--- src/rtl/unified_memory_arbiter_if.sv ---
`default_nettype none
// ============================================================================
// Module      : unified_memory_arbiter_if
// Description : Fetch, data and memory buses of the unified memory arbiter.
//               The slave view belongs to the arbiter. The master view
//               belongs to the core and the memory that sit around it.
// Revision    : 1.0 - initial release
// ============================================================================
interface unified_memory_arbiter_if #(
  parameter int BIT_COUNT = 32,
  parameter int WORD_SIZE = 32
);
  // Instruction-fetch port
  logic                   IReq;
  logic [BIT_COUNT-1:0]   IAdr;
  logic                   IReady;
  logic                   IValid;
  logic [WORD_SIZE-1:0]   IData;

  // Data port
  logic                   DReq;
  logic                   DWrite;
  logic [WORD_SIZE/8-1:0] DByteEn;
  logic [BIT_COUNT-1:0]   DAdr;
  logic [WORD_SIZE-1:0]   DWriteData;
  logic                   DReady;
  logic                   DValid;
  logic [WORD_SIZE-1:0]   DReadData;

  // Shared single-ported memory
  logic                   MemEn;
  logic                   MemWrite;
  logic [WORD_SIZE/8-1:0] MemByteEn;
  logic [BIT_COUNT-1:0]   MemAdr;
  logic [WORD_SIZE-1:0]   MemWriteData;
  logic [WORD_SIZE-1:0]   MemReadData;

  modport slave (
    input  IReq, IAdr,
    output IReady, IValid, IData,
    input  DReq, DWrite, DByteEn, DAdr, DWriteData,
    output DReady, DValid, DReadData,
    output MemEn, MemWrite, MemByteEn, MemAdr, MemWriteData,
    input  MemReadData
  );

  modport master (
    output IReq, IAdr,
    input  IReady, IValid, IData,
    output DReq, DWrite, DByteEn, DAdr, DWriteData,
    input  DReady, DValid, DReadData,
    input  MemEn, MemWrite, MemByteEn, MemAdr, MemWriteData,
    output MemReadData
  );
endinterface
`default_nettype wire

--- src/rtl/unified_memory_arbiter.sv ---
`default_nettype none
// ============================================================================
// Module      : unified_memory_arbiter
// Description : Shares one single-ported synchronous-read memory between the
//               instruction-fetch and data ports. Data wins arbitration. A
//               starvation counter forces a fetch grant after STARVE_LIMIT
//               consecutive data grants while fetch waits. Read data returns
//               one cycle after the grant to the port that issued it.
// Revision    : 1.0 - initial release
// ============================================================================
module unified_memory_arbiter #(
  parameter int BIT_COUNT    = 32,
  parameter int WORD_SIZE    = 32,
  parameter int STARVE_LIMIT = 4
) (
  input  logic                     clk,
  input  logic                     reset,
  unified_memory_arbiter_if.slave  bus,
  output logic [15:0]              IStallCount
);

  localparam logic [3:0]             c_STARVE_LIMIT = 4'(STARVE_LIMIT);
  localparam logic [15:0]            c_STALL_MAX    = 16'hFFFF;
  localparam logic [BIT_COUNT-1:0]   c_ADR_ZERO     = '0;
  localparam logic [WORD_SIZE-1:0]   c_DATA_ZERO    = '0;
  localparam logic [WORD_SIZE/8-1:0] c_BE_ZERO      = '0;

  // Which requester owns the read data arriving this cycle
  typedef enum logic [1:0] {
    OWN_NONE = 2'd0,
    OWN_I    = 2'd1,
    OWN_D    = 2'd2
  } owner_t;

  owner_t      r_owner;
  owner_t      w_ownerNext;
  logic        r_ownerLoad;
  logic [3:0]  r_starveCount;
  logic [15:0] r_iStallCount;
  logic        w_starveHit;
  logic        w_dataGrant;
  logic        w_fetchGrant;

  // Arbitration: data first, unless fetch has waited through the limit
  always_comb begin
    w_starveHit  = bus.IReq && (r_starveCount == c_STARVE_LIMIT);
    w_dataGrant  = !reset && bus.DReq && !w_starveHit;
    w_fetchGrant = !reset && bus.IReq && !w_dataGrant;
  end

  // Memory command and request acknowledges for the granted port
  always_comb begin
    bus.IReady       = w_fetchGrant;
    bus.DReady       = w_dataGrant;
    bus.MemEn        = 1'b0;
    bus.MemWrite     = 1'b0;
    bus.MemByteEn    = c_BE_ZERO;
    bus.MemAdr       = c_ADR_ZERO;
    bus.MemWriteData = c_DATA_ZERO;
    if (w_dataGrant) begin
      bus.MemEn        = 1'b1;
      bus.MemWrite     = bus.DWrite;
      bus.MemByteEn    = bus.DWrite ? bus.DByteEn : c_BE_ZERO;
      bus.MemAdr       = bus.DAdr;
      bus.MemWriteData = bus.DWriteData;
    end else if (w_fetchGrant) begin
      bus.MemEn        = 1'b1;
      bus.MemAdr       = bus.IAdr;
    end
  end

  // Next response owner follows this cycle's grant
  always_comb begin
    w_ownerNext = OWN_NONE;
    if (w_dataGrant) begin
      w_ownerNext = OWN_D;
    end else if (w_fetchGrant) begin
      w_ownerNext = OWN_I;
    end
  end

  // Owner register plus whether the data access was a load
  always_ff @(posedge clk) begin
    if (reset) begin
      r_owner     <= OWN_NONE;
      r_ownerLoad <= 1'b0;
    end else begin
      r_owner     <= w_ownerNext;
      r_ownerLoad <= w_dataGrant && !bus.DWrite;
    end
  end

  // Starvation counter: counts data grants that overtook a waiting fetch
  always_ff @(posedge clk) begin
    if (reset) begin
      r_starveCount <= 4'd0;
    end else if (!bus.IReq || w_fetchGrant) begin
      r_starveCount <= 4'd0;
    end else if (w_dataGrant && (r_starveCount != c_STARVE_LIMIT)) begin
      r_starveCount <= r_starveCount + 4'd1;
    end
  end

  // Saturating count of cycles fetch spent waiting
  always_ff @(posedge clk) begin
    if (reset) begin
      r_iStallCount <= 16'd0;
    end else if (bus.IReq && !w_fetchGrant && (r_iStallCount != c_STALL_MAX)) begin
      r_iStallCount <= r_iStallCount + 16'd1;
    end
  end

  // Route the returning read data to its owner only; stores return zero
  always_comb begin
    bus.IValid    = (r_owner == OWN_I);
    bus.DValid    = (r_owner == OWN_D);
    bus.IData     = (r_owner == OWN_I) ? bus.MemReadData : c_DATA_ZERO;
    bus.DReadData = ((r_owner == OWN_D) && r_ownerLoad) ? bus.MemReadData : c_DATA_ZERO;
  end

  assign IStallCount = r_iStallCount;

endmodule
`default_nettype wire

--- src/flat_wrapper.sv ---
// flat-port wrapper written by rule: the top's interface ports become plain ports
module unified_memory_arbiter_flat 
#(
  parameter int BIT_COUNT    = 32,
  parameter int WORD_SIZE    = 32,
  parameter int STARVE_LIMIT = 4
)
  (clk, reset, IStallCount, bus_IReq, bus_IAdr, bus_IReady, bus_IValid, bus_IData, bus_DReq, bus_DWrite, bus_DByteEn, bus_DAdr, bus_DWriteData, bus_DReady, bus_DValid, bus_DReadData, bus_MemEn, bus_MemWrite, bus_MemByteEn, bus_MemAdr, bus_MemWriteData, bus_MemReadData);
  unified_memory_arbiter_if #(.BIT_COUNT(BIT_COUNT), .WORD_SIZE(WORD_SIZE)) bus_i ();
  input  logic clk;
  input  logic reset;
  output logic [15:0] IStallCount;
  input wire logic [$bits(bus_i.IReq)-1:0] bus_IReq;
  input wire logic [$bits(bus_i.IAdr)-1:0] bus_IAdr;
  output wire logic [$bits(bus_i.IReady)-1:0] bus_IReady;
  output wire logic [$bits(bus_i.IValid)-1:0] bus_IValid;
  output wire logic [$bits(bus_i.IData)-1:0] bus_IData;
  input wire logic [$bits(bus_i.DReq)-1:0] bus_DReq;
  input wire logic [$bits(bus_i.DWrite)-1:0] bus_DWrite;
  input wire logic [$bits(bus_i.DByteEn)-1:0] bus_DByteEn;
  input wire logic [$bits(bus_i.DAdr)-1:0] bus_DAdr;
  input wire logic [$bits(bus_i.DWriteData)-1:0] bus_DWriteData;
  output wire logic [$bits(bus_i.DReady)-1:0] bus_DReady;
  output wire logic [$bits(bus_i.DValid)-1:0] bus_DValid;
  output wire logic [$bits(bus_i.DReadData)-1:0] bus_DReadData;
  output wire logic [$bits(bus_i.MemEn)-1:0] bus_MemEn;
  output wire logic [$bits(bus_i.MemWrite)-1:0] bus_MemWrite;
  output wire logic [$bits(bus_i.MemByteEn)-1:0] bus_MemByteEn;
  output wire logic [$bits(bus_i.MemAdr)-1:0] bus_MemAdr;
  output wire logic [$bits(bus_i.MemWriteData)-1:0] bus_MemWriteData;
  input wire logic [$bits(bus_i.MemReadData)-1:0] bus_MemReadData;
  assign bus_i.IReq = bus_IReq;
  assign bus_i.IAdr = bus_IAdr;
  assign bus_IReady = bus_i.IReady;
  assign bus_IValid = bus_i.IValid;
  assign bus_IData = bus_i.IData;
  assign bus_i.DReq = bus_DReq;
  assign bus_i.DWrite = bus_DWrite;
  assign bus_i.DByteEn = bus_DByteEn;
  assign bus_i.DAdr = bus_DAdr;
  assign bus_i.DWriteData = bus_DWriteData;
  assign bus_DReady = bus_i.DReady;
  assign bus_DValid = bus_i.DValid;
  assign bus_DReadData = bus_i.DReadData;
  assign bus_MemEn = bus_i.MemEn;
  assign bus_MemWrite = bus_i.MemWrite;
  assign bus_MemByteEn = bus_i.MemByteEn;
  assign bus_MemAdr = bus_i.MemAdr;
  assign bus_MemWriteData = bus_i.MemWriteData;
  assign bus_i.MemReadData = bus_MemReadData;
  unified_memory_arbiter #(.BIT_COUNT(BIT_COUNT), .WORD_SIZE(WORD_SIZE), .STARVE_LIMIT(STARVE_LIMIT)) u_core (.clk(clk), .reset(reset), .bus(bus_i), .IStallCount(IStallCount));
endmodule
--- config.mk ---
export PLATFORM = sky130hd
export DESIGN_NAME = unified_memory_arbiter_flat
export DESIGN_NICKNAME = d
export VERILOG_FILES = /design/src/rtl/unified_memory_arbiter_if.sv /design/src/rtl/unified_memory_arbiter.sv /design/src/flat_wrapper.sv
export SDC_FILE = /design/constraint.sdc
export NUM_CORES = 1
export LEC_CHECK = 0
export CORE_AREA = 5 5 110 112
export DETAILED_ROUTE_END_ITERATION = 10
export DIE_AREA = 0 0 115 117
export PLACE_DENSITY = 0.77
export SYNTH_ARGS = -nofsm -noshare
export SYNTH_HDL_FRONTEND = slang
export SYNTH_SLANG_ARGS = --single-unit
--- constraint.sdc ---
create_clock -name clk -period 6.3 [get_ports clk]
set_clock_uncertainty 0.05 [all_clocks]
set_input_delay 0.945 -clock clk [delete_from_list [all_inputs] [get_ports clk]]
set_output_delay 0.945 -clock clk [all_outputs]
set_load 0.1 [all_outputs]
==> flow_summary.json, run 1 <==
{
  "status": "complete, no violations",
  "flop_cell": "dfxtp_1",
  "inv_count": 3,
  "cp.required_ns": 5.30,
  "tightestPinTransition_ns": 1.03,
  "drc": 0,
  "dominant_cells": "buffers",
  "r2r_slack_ns": 3.96,
  "yosys_warnings": 0,
  "ys_sh_xor_pct": 6.37,
  "die-area_sq_um": 13500,
  "crit_path_max_fanout": 64,
  "grtUsageMet3_pct": 4.68,
  "critPathCaptureType": "output pin",
  "slew_viol_final": 0,
  "crit_start": "reset",
  "clk_share_pct": 1.57,
  "synth_nets": 417,
  "seq_area_sq_um": 460,
  "numCtsBuffers": 3,
  "yosysChipArea_sq_um": 2060,
  "wl_met1_um": 4760,
  "dpl.hpwl_um": 10300,
  "largest_register_ffs": 16,
  "endpoint": "bus_MemWriteData[13]",
  "hold_buffers": 0,
  "rsz0062_at_grt": "false",
  "compound_area_share_pct": 15.5,
  "clock.fmax_mhz": 205,
  "rr_worst_depth": 7,
  "top_area_cell": "dfxtp_1",
  "slew_headroom_pct": 31.1,
  "wl_met2_um": 5910,
  "hold_path_end": "u_core.r_starveCount[0]$_SDFFE_PP0P_",
  "comb_area_sq_um": 1520,
  "min_period_over_period_pct": 77.3,
  "grt_start_max_net_pins": 65,
  "met3_length_um": 1190,
  "nonClkBufAreaFrac_pct": 55.9,
  "busiest_layer": "met2",
  "ys_seq_elements": 23,
  "min_from": "u_core.r_starveCount[0]$_SDFFE_PP0P_",
  "area_leaders": "dfxtp_1, and2_1, a22o_1",
  "crit_type": "input port to output pin",
  "drtIter0Drc": 159,
  "design.seq.count": 23,
  "clk_path_buf_depth": 2,
  "first_global_vias": 3031,
  "start_kind": "input port",
  "io_buffers": 290,
  "synth.top_cell.area_share_pct": 22.3,
  "die_width_um": 115,
  "grt_pass1_wl_um": 16400,
  "mux_share_pct": 0.546,
  "routed_wl_um": 12200,
  "syn_area_sq_um": 2060,
  "ant_nets": 0,
  "cts_tree": "built",
  "antenna_found_initial": 1,
  "drt_first_pass_iters": 5,
  "fin_nets": 695,
  "hold_violations": 0,
  "ys_cells": 277,
  "num_io_pins": 291,
  "drive_gt1_share_pct": 9.21,
  "place_congestion": 0.853,
  "syn_avg_cell_area_sq_um": 7.44,
  "most_common_cell": "and2_1",
  "clock_buffers": 3,
  "logic_gate_count": 229,
  "sh_comb_area_pct": 29.8,
  "initial_utilization_pct": 18.5
}
==> run 1: cells in the final DEF (no fill, tap or decap) <==
master	instances
nor3_1	4
buf_4	42
a22o_1	32
xnor2_1	11
and2_1	66
nor2_1	24
nor4b_1	1
nand3b_1	1
nand4_1	8
o21ai_0	3
nor3b_1	2
nor4bb_1	2
and3b_1	1
xor2_1	4
nand3_1	6
buf_12	1
or2_1	1
nor3b_2	1
nor4_1	4
nor2b_1	5
diode_2	1
clkdlybuf4s50_1	252
nand2_1	5
ha_1	3
dfxtp_1	23
or3_1	1
clkinv_2	1
or4_1	1
a21boi_0	1
or2_2	1
mux2_2	1
and3_1	36
a21oi_1	2
inv_1	3
clkbuf_16	3
a21boi_4	1
and4_1	1
==> run 1: logic make-up after synthesis <==
group,count (synthesis)
AND-OR/OR-AND,39
buffers and inverters,25
multiplexers,1
AND/OR/NAND/NOR,171
adder cells (fa/ha/maj),3
XOR/XNOR,15
flip-flops,23
==> run 1: stage by stage <==
stage               utilization [%]  instance area (sq um)  instances  power (W)  worst slack [ns]
CTS                            45.9                   5110        697   0.000759              1.43
global placement               45.2                   5030        693   0.000620              1.53
floorplan                         -                   2060        277   0.000456              1.81
global route                   46.0                   5110        698   0.000777              1.32
detailed placement             45.2                   5030        693   0.000623              1.44
finish                         46.0                   5110        698   0.000752              1.43
==> run 1: report_power, final <==
part | internal [W] | switching [W]
clock | 0.0000852 | 0.0000486
combinational | 0.000148 | 0.000318
sequential | 0.000148 | 0.00000431
total | 0.000382 | 0.000370
==> run 1: critical path: stages <==
cell and delay [ns]:
clkdlybuf4s50_1 0.39, buf_4 0.21, nor2b_1 0.27, a21boi_4 0.39, buf_12 0.27, and2_1 0.18
clkdlybuf4s50_1 1.14
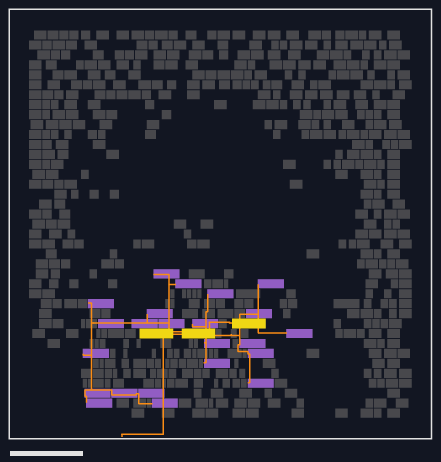
Figure 1: run 1, clock network drawn from the DEF.
Scale bar: 20 um.
Purple shows flip-flops, count 23. Orange shows clock wires, length 258 um. Yellow shows cells driving clock nets, count 3.
There are 4 routed clock nets.

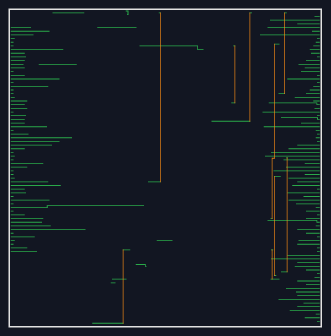
Figure 2: run 1, metal layers overlaid.
Only two layers are drawn.
Orange shows met4, wire length 336 um. Green shows met3, wire length 1,190 um.
GR Util All Layers: 15.3%
WL/cell: 17.5 um

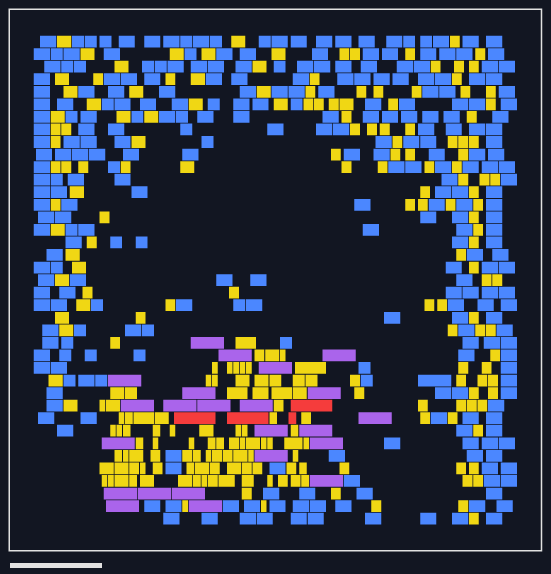
Figure 3: run 1, cells colored by class.
Scale bar: 20 um.
Blue shows other buffers and delay cells, cells 295, share of their area 58%. Yellow shows all other logic, cells 232, share of their area 31%. Purple shows flip-flops, cells 23, share of their area 9.3%. Red shows clock drivers and dummy loads, cells 4, share of their area 1.6%.
Final Util: 46.0%
# rows: 39

--- run 2 (diff from run 1) ---
--- a/config.mk
+++ b/config.mk
@@ -5,10 +5,10 @@
 export SDC_FILE = /design/constraint.sdc
 export NUM_CORES = 1
 export LEC_CHECK = 0
-export CORE_AREA = 5 5 110 112
+export CORE_AREA = 5 5 109 111
 export DETAILED_ROUTE_END_ITERATION = 10
-export DIE_AREA = 0 0 115 117
-export PLACE_DENSITY = 0.77
+export DIE_AREA = 0 0 114 116
+export PLACE_DENSITY = 0.81
 export SYNTH_ARGS = -nofsm -noshare
 export SYNTH_HDL_FRONTEND = slang
 export SYNTH_SLANG_ARGS = --single-unit
==> constraint.sdc (replaced) <==
create_clock -name clk -period 4.11 [get_ports clk]
set_clock_uncertainty 0.05 [all_clocks]
set_input_delay 0.6165 -clock clk [delete_from_list [all_inputs] [get_ports clk]]
set_output_delay 0.6165 -clock clk [all_outputs]
set_load 0.1 [all_outputs]
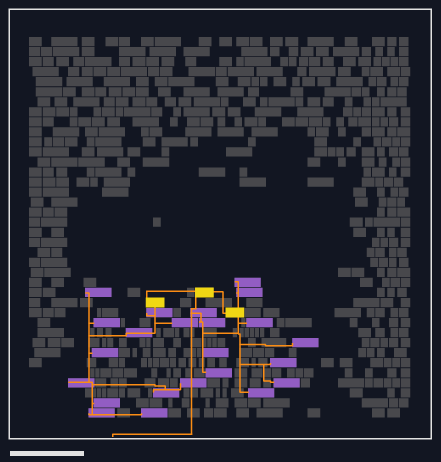
Figure 4: run 2, clock network drawn from the DEF.
Scale bar: 20 um.
Purple shows flip-flops, count 23. Orange shows clock wires, length 314 um. Yellow shows cells driving clock nets, count 3.
There are 4 routed clock nets.
clk ins delay skew pair: 0.26 ns
clock-net power: 0.000142 W
Clk network pwr share: 11.9%

==> flow_summary.json, run 2 <==
{
  "status": "complete, no violations",
  "grt_usage_pct": 17.0,
  "num_io_pins": 291,
  "rows": 38,
  "top_area_cell": "dfxtp_1",
  "hold_violations": 0,
  "start_kind": "input port",
  "fin_nets": 695,
  "most_common_cell": "and2_1",
  "crit_path_max_fanout": 33,
  "layout_top_cell": "clkdlybuf4s50_1",
  "clk_path_buf_depth": 2,
  "cpMaxStageDelayCell": "clkdlybuf4s50_1",
  "min_period_over_period_pct": 79.3,
  "yosysChipArea_sq_um": 2060,
  "r2r_slack_ns": 1.78,
  "cp.buffers_inverters": 3,
  "area_leaders": "dfxtp_1, and2_1, a22o_1",
  "numCtsBuffers": 3,
  "first_global_vias": 3285,
  "post_drt_wl_per_cell_um": 18.4,
  "critPathMaxStageDelay_ns": 0.49,
  "cts_tree": "built",
  "finalInstanceArea_sq_um": 5710,
  "p_per_area_nw_per_um2": 209,
  "yosys_warnings": 0,
  "synth.top_cell.area_share_pct": 22.3,
  "dpl.hpwl_um": 11100,
  "slew_viol_final": 0,
  "crit_type": "input port to output pin",
  "initial_utilization_pct": 19.3,
  "syn_area_sq_um": 2060,
  "routed_wl_um": 12800,
  "cp.required_ns": 3.44,
  "syn_avg_cell_area_sq_um": 7.44,
  "die-area_sq_um": 13200,
  "io_buffers": 290,
  "hold_path_end": "u_core.r_starveCount[0]$_SDFFE_PP0P_",
  "finalPower_w": 0.00119,
  "drt_first_pass_iters": 4,
  "cpLargestDelayFamily": "buffers and inverters",
  "drtIter0Drc": 141,
  "grt_start_max_net_pins": 64,
  "synth_nets": 417,
  "slew_headroom_pct": 34.1,
  "ys_cells": 277,
  "clock.fmax_mhz": 307,
  "largest_register_ffs": 16,
  "antenna_found_initial": 0,
  "hold_buffers": 0,
  "path_cells": "clkdlybuf4s50_1 > nor2b_1 > a21boi_4 > nor3b_2 > buf_4 > a22o_1 > buf_12",
  "flop_cell": "dfxtp_1",
  "tightestPinTransition_ns": 0.986,
  "post-place-ws_ns": 0.859,
  "rsz0062_at_grt": "false",
  "die_width_um": 114,
  "mostFrequentLayoutCells": "clkdlybuf4s50_1, buf_12, buf_4, and2_1, and3_1",
  "grt_pass1_wl_um": 17800,
  "synth.distinct_cells": 32,
  "place_congestion": 0.855,
  "critPathCaptureType": "output pin",
  "ys_seq_elements": 23,
  "drc": 0,
  "min_from": "u_core.r_starveCount[0]$_SDFFE_PP0P_"
}
[run 2: cell counts after synthesis]
Identical to the previous run, type by type.
[run 2: worst max path at each step]
stage	from	end	slack, ns	cells after the start
final	bus_DReq	bus_MemAdr[29]	0.85	7
after detailed placement	bus_DReq	bus_MemAdr[17]	0.86	7
after floorplan	bus_DReq	bus_MemWriteData[23]	0.28	4
after global placement	bus_DReq	bus_MemAdr[30]	0.94	7
after global routing	bus_DReq	bus_MemAdr[17]	0.75	7
after CTS	bus_DReq	bus_MemAdr[17]	0.86	7
[run 2: kinds of logic after synthesis]
family,synth area share [%]
AND/OR/NAND/NOR,48.8
AND-OR/OR-AND,15.5
buffers and inverters,4.61
flip-flops,22.3
XOR/XNOR,6.37
adder cells (fa/ha/maj),1.82
multiplexers,0.546
[run 2: cell type report]
type / count / area (sq um)
Tap cell: 140 / 175
Fill cell: 937 / 4990
Timing Repair Buffer: 295 / 3500
Inverter: 3 / 11.3
Multi-Input combinational cell: 229 / 1520
Clock buffer: 4 / 45.0
Sequential cell: 23 / 460
[run 2: routing by layer]
layer  vias to the layer above  track usage, %  wire, um
met4                         0            4.43       263
met1                      1455            17.8      4390
met2                       184            31.7      6670
met3                        16            6.84      1470
li1                       1526               -         -
met5                         -               0         0
[run 2: power by group]
group          internal [W]  switching, W  leakage, nW  total, W
Clock             0.0000692     0.0000724       0.0228  0.000142
Combinational      0.000310      0.000508         2.27  0.000818
Sequential         0.000226    0.00000636        0.186  0.000233
[run 2: through the flow]
step / hold slack, ns / utilization, % / instances
CTS: 0.436 / 53.4 / 694
global route: 0.454 / 53.4 / 694
detailed placement: 0.418 / 53.0 / 690
finish: 0.429 / 53.4 / 694
global placement: 0.397 / 53.0 / 690
floorplan: 0.380 / - / 277
--- run 3 (diff from run 2) ---
==> constraint.sdc (replaced) <==
create_clock -name clk -period 2.77 [get_ports clk]
set_clock_uncertainty 0.05 [all_clocks]
set_input_delay 0.4155 -clock clk [delete_from_list [all_inputs] [get_ports clk]]
set_output_delay 0.4155 -clock clk [all_outputs]
set_load 0.1 [all_outputs]
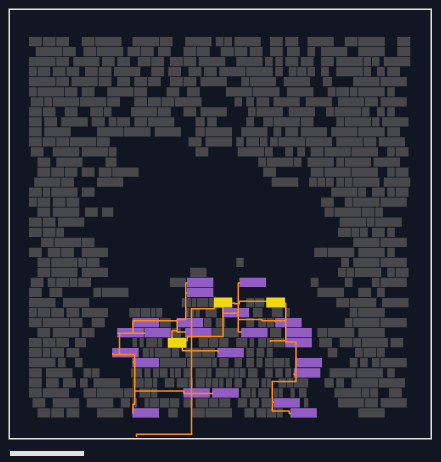
Figure 5: run 3, clock network drawn from the DEF.
Scale bar: 20 um.
Orange shows clock wires, length 291 um. Purple shows flip-flops, count 23. Yellow shows cells driving clock nets, count 3.
Position of the flops: bottom middle.

==> flow_summary.json, run 3 <==
{
  "status": "complete, no violations",
  "layout_top_cell": "buf_12",
  "ys_sh_adder_pct": 1.82,
  "wl_met1_um": 4530,
  "grt_pass1_wl_um": 19500,
  "wl_met2_um": 7470,
  "tightestPinTransition_ns": 0.898,
  "compound_area_share_pct": 15.5,
  "grt_usage_pct": 18.7,
  "p_per_area_nw_per_um2": 281,
  "rows": 38,
  "grt_start_max_net_pins": 73,
  "drt_first_pass_iters": 4,
  "start_kind": "input port",
  "drc": 0,
  "post_drt_wl_per_cell_um": 19.5,
  "die_width_um": 114,
  "ys_cells": 277,
  "yosys_warnings": 0,
  "dp_cells": 694,
  "first_global_vias": 3413,
  "mostFrequentLayoutCells": "buf_12, clkdlybuf4s50_1, and2_1, and3_1, a22o_2",
  "syn_avg_cell_area_sq_um": 7.44,
  "met3_length_um": 1390,
  "drtIter0Drc": 234,
  "syn_area_sq_um": 2060,
  "min_from": "u_core.r_starveCount[0]$_SDFFE_PP0P_",
  "antenna_found_initial": 0,
  "routed_wl_um": 13600,
  "mux_share_pct": 0.546,
  "top_area_cell": "dfxtp_1",
  "synthSimpleGateAreaFrac_pct": 48.8,
  "num_io_pins": 291,
  "synth_nets": 417,
  "synth.distinct_cells": 32,
  "ys_sh_xor_pct": 6.37,
  "numCtsBuffers": 3,
  "clk_path_buf_depth": 2,
  "yosysChipArea_sq_um": 2060,
  "clk_latency_ns": 0.26,
  "largest_register_ffs": 16,
  "hold_violations": 0,
  "crit_type": "input port to output pin",
  "slew_headroom_pct": 40.1,
  "r2r_slack_ns": 0.54,
  "top_logic_kind": "simple AND/OR/NAND/NOR gates",
  "min_period_over_period_pct": 95.0,
  "flop_cell": "dfxtp_1",
  "top_layer": "met4",
  "fin_nets": 699,
  "nFillCells": 834,
  "finalPower_w": 0.00186,
  "final_cell_count_no_fill": 698,
  "die-area_sq_um": 13200,
  "synth.top_cell.area_share_pct": 22.3
}
## run 3: netlist changes by cell type in the layout (fill, tap and decap cells not counted)
cell,change
a22o_1,-29
a22o_2,+29
and2_1,-8
and2_2,+8
buf_4,-48
clkinv_2,+1
buf_12,+68
clkbuf_1,-1
clkdlybuf4s50_1,-16
## run 3: cells by family after synthesis
group / Yosys count
flops: 23
xor+xnor: 15
simple gates: 171
buf+inv: 25
mux: 1
compound gates: 39
fa+ha+maj: 3
## run 3: layout make-up
| type | instances | share of cell area (%) |
|---|---|---|
| timing repair buffer | 299 | 65.7 |
| multi-input combinational | 229 | 23.8 |
| sequential | 23 | 6.98 |
| tap | 140 | 2.65 |
| clock buffer | 3 | 0.626 |
| inverter | 3 | 0.171 |
| clock inverter | 1 | 0.0758 |
## run 3: worst max path at each step
stage                                               startpoint            end  slack (ns)  depth (start not counted)
after CTS                                                reset  bus_MemAdr[0]        0.14                          7
after detailed placement                                 reset  bus_MemAdr[0]        0.16                          7
after global placement                                   reset  bus_MemAdr[1]        0.20                          7
after floorplan           u_core.r_starveCount[0]$_SDFFE_PP0P_  bus_MemAdr[1]       0.009                          6
final                                                    reset  bus_MemAdr[1]        0.14                          6
after global routing                                     reset  bus_MemAdr[1]        0.01                          6
## run 3: metal layers
metal  up-vias  GRT usage (%)
met4         0           3.48
met2       235           36.8
met5         -              0
met1      1490           19.4
met3        18           6.11
li1       1538              -
## run 3: power breakdown
group / total (W) / switching (W) / internal [W]
logic: 0.00130 / 0.000776 / 0.000527
clock network: 0.000208 / 0.000108 / 0.000100
registers: 0.000346 / 0.00000988 / 0.000336
total: 0.00186 / 0.000893 / 0.000963
## run 3: critical path, cell delays in order
cell	delay [ns]
clkdlybuf4s50_1	0.51
nor2b_1	0.21
a21boi_4	0.25
buf_12	0.26
a22o_1	0.26
buf_12	0.19
Power figures rest on the tool's default switching activity, not on a simulated workload.
